File: src/rtl/serial_capture_playback.sv
// serial_capture_playback: deserialises framed words from serial_in into an external
// single-port RAM (ram_we/ram_addr/ram_wdata, ram_rdata after RD_LAT cycles) and replays them
// on send through out_data/out_valid/out_ready; busy, stored_count, overflow (sticky), par_err.
// Optional macro PARITY_CHECK_EN: even parity bit after each word, bad frames dropped.
module serial_capture_playback #(
  parameter int WORD_W       = 16,
  parameter int ADDR_W       = 8,
  parameter int CLKS_PER_BIT = 1,
  parameter int RD_LAT       = 1
) (
  input  logic              clk,
  input  logic              reset,
  input  logic              serial_in,
  input  logic              send,
  output logic              ram_we,
  output logic [ADDR_W-1:0] ram_addr,
  output logic [WORD_W-1:0] ram_wdata,
  input  logic [WORD_W-1:0] ram_rdata,
  output logic [WORD_W-1:0] out_data,
  output logic              out_valid,
  input  logic              out_ready,
  output logic              busy,
  output logic [ADDR_W:0]   stored_count,
  output logic              overflow,
  output logic              par_err
);

`ifdef PARITY_CHECK_EN
  localparam int NB = WORD_W + 1;
`else
  localparam int NB = WORD_W;
`endif
  localparam int CW = (CLKS_PER_BIT > 1) ? $clog2(CLKS_PER_BIT) : 1;
  localparam int BW = $clog2(NB + 1);
  localparam int LW = (RD_LAT > 1) ? $clog2(RD_LAT) : 1;

  typedef enum logic [2:0] {
    IDLE, RX_BITS, RX_STORE, TX_ADDR, TX_WAIT, TX_OUT
  } state_t;

  state_t            state;
  logic [CW-1:0]     clk_cnt;
  logic [BW-1:0]     bit_cnt;
  logic [LW-1:0]     wait_cnt;
  logic [NB-1:0]     shreg;
  logic [NB-1:0]     shnext;
  logic [ADDR_W-1:0] rd_ptr;
  logic              send_q;
  logic              full;
  logic              par_ok;
  logic [ADDR_W:0]   depth_c;

  assign depth_c = {1'b1, {ADDR_W{1'b0}}};
  assign shnext  = {serial_in, shreg[NB-1:1]};
  assign full    = (stored_count == depth_c);
  assign busy    = (state != IDLE);

`ifdef PARITY_CHECK_EN
  assign par_ok = ~^shnext;
`else
  assign par_ok = 1'b1;
`endif

  always_ff @(posedge clk) begin
    if (reset) begin
      state        <= IDLE;
      clk_cnt      <= '0;
      bit_cnt      <= '0;
      wait_cnt     <= '0;
      shreg        <= '0;
      rd_ptr       <= '0;
      send_q       <= 1'b0;
      ram_we       <= 1'b0;
      ram_addr     <= '0;
      ram_wdata    <= '0;
      out_data     <= '0;
      out_valid    <= 1'b0;
      stored_count <= '0;
      overflow     <= 1'b0;
      par_err      <= 1'b0;
    end else begin
      if (send) send_q <= 1'b1;
      unique case (state)
        IDLE: begin
          if (serial_in) begin
            state   <= RX_BITS;
            clk_cnt <= '0;
            bit_cnt <= '0;
          end else if (send_q) begin
            state    <= TX_ADDR;
            send_q   <= 1'b0;
            rd_ptr   <= '0;
            ram_addr <= '0;
          end
        end
        RX_BITS: begin
          if (clk_cnt == CW'(CLKS_PER_BIT - 1)) begin
            clk_cnt <= '0;
            shreg   <= shnext;
            bit_cnt <= bit_cnt + 1'b1;
            if (bit_cnt == BW'(NB - 1)) begin
              state <= RX_STORE;
              // full outranks a parity failure
              if (full) begin
                overflow <= 1'b1;
              end else if (!par_ok) begin
                par_err <= 1'b1;
              end else begin
                ram_we    <= 1'b1;
                ram_addr  <= stored_count[ADDR_W-1:0];
                ram_wdata <= shnext[WORD_W-1:0];
              end
            end
          end else begin
            clk_cnt <= clk_cnt + 1'b1;
          end
        end
        RX_STORE: begin
          if (ram_we) stored_count <= stored_count + 1'b1;
          ram_we  <= 1'b0;
          par_err <= 1'b0;
          state   <= IDLE;
        end
        TX_ADDR: begin
          if (stored_count == '0) begin
            state <= IDLE;
          end else begin
            state    <= TX_WAIT;
            wait_cnt <= '0;
          end
        end
        TX_WAIT: begin
          if (wait_cnt == LW'(RD_LAT - 1)) begin
            out_data  <= ram_rdata;
            out_valid <= 1'b1;
            state     <= TX_OUT;
          end else begin
            wait_cnt <= wait_cnt + 1'b1;
          end
        end
        TX_OUT: begin
          if (out_ready) begin
            out_valid <= 1'b0;
            if ({1'b0, rd_ptr} == stored_count - 1'b1) begin
              state <= IDLE;
            end else begin
              rd_ptr   <= rd_ptr + 1'b1;
              ram_addr <= rd_ptr + 1'b1;
              state    <= TX_ADDR;
            end
          end
        end
        default: state <= IDLE;
      endcase
    end
  end

endmodule

File: config.mk
export PLATFORM = sky130hd
export DESIGN_NAME = serial_capture_playback
export DESIGN_NICKNAME = d
export VERILOG_FILES = /design/src/rtl/serial_capture_playback.sv
export SDC_FILE = /design/constraint.sdc
export NUM_CORES = 1
export LEC_CHECK = 0
export CAP_MARGIN = 20
export CORE_ASPECT_RATIO = 1.2
export CORE_MARGIN = 1.5
export CORE_UTILIZATION = 55
export CTS_CLUSTER_SIZE = 14
export DETAILED_ROUTE_END_ITERATION = 6
export PLACE_DENSITY_LB_ADDON = 0.3
export SYNTH_ARGS = -nofsm -noshare
export SYNTH_HDL_FRONTEND = slang
export SYNTH_SLANG_ARGS = --single-unit
File: constraint.sdc
create_clock -name clk -period 7.15 [get_ports clk]
set_clock_uncertainty 0.1 [all_clocks]
set_input_delay 1.7875 -clock clk [delete_from_list [all_inputs] [get_ports clk]]
set_output_delay 1.7875 -clock clk [all_outputs]
set_load 0.1 [all_outputs]
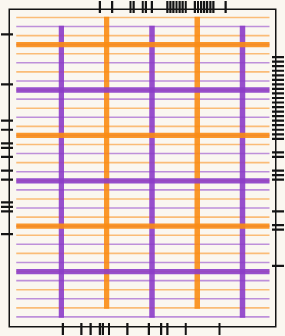
power_grid.png
Pins as bars on the die edge.
legend:
  orange:
    net: VDD
  purple:
    net: VSS
met5 straps: 6
signal pins: 75
met4 straps: 5
met1 rails: 34
rows: 33

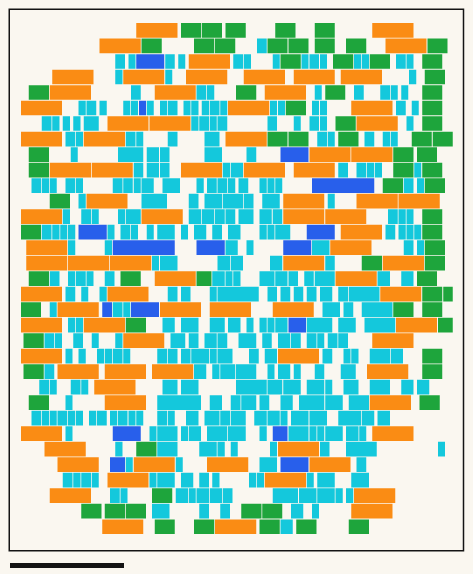
placement_by_type.png
The bar under the picture is 20 um long.
legend:
  blue:
    class: clock drivers and dummy loads
    cells: 16
  orange:
    class: flops
    cells: 84
  cyan:
    class: combinational and other logic
    cells: 366
  green:
    class: other buffers and delay cells
    cells: 75

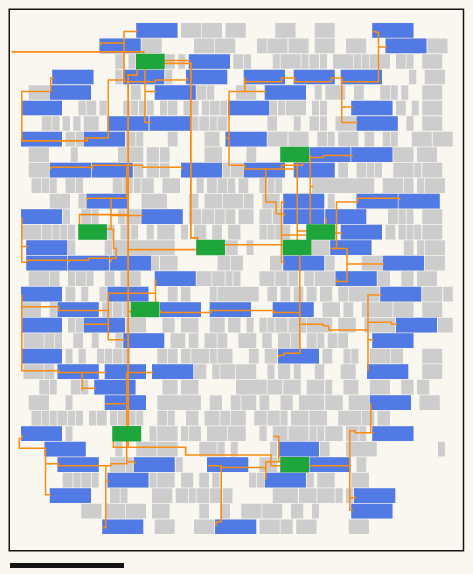
clk_routes.png
The bar under the picture is 20 um long.
legend:
  blue:
    item: flip-flops
    count: 84
  orange:
    item: clock wires
    length: 900 um
  green:
    item: clock drivers
    count: 9
flops lie: widely spread
routed clock nets: 10

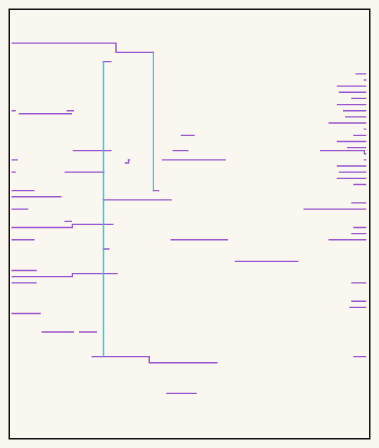
wires.png
Two of the layers only.
legend:
  cyan:
    layer: metal 4
    wire_length: 95.9 um
  purple:
    layer: metal 3
    wire_length: 394 um

==> results.ini <==
[grt]
busiest_layer = met2
grtUsageMet1 = 0.291

[clock_network]
clk_latency_ns = 0.35

[floorplan]
taps = 87
die_area_um2 = 7520

[final_timing]
layout_setup_ws_ns = 2.61
rsz0062_at_grt = no
fin_crit_ns = 4.54

[final_layout]
layout_top_cell = nand2_1
comb_cells = 360
dominant_cells = multi-input combinational cells
inverters = 6
antennaDiodeCount = 0
fin_util = 0.700

[hold_path]
min_to = ram_wdata[2]

[placed_design]
post-place-ws_ns = 3.01
gp_congestion = 0.840

[critical_path]
cp_max_fo = 28
cp.arrival_ns = 2.65
cp_top_family = buffers and inverters

[routing]
vias = 3469

[synthesis]
edf_count = 0
synth_cells = 487

[run_status]
status = finished, final reports clean

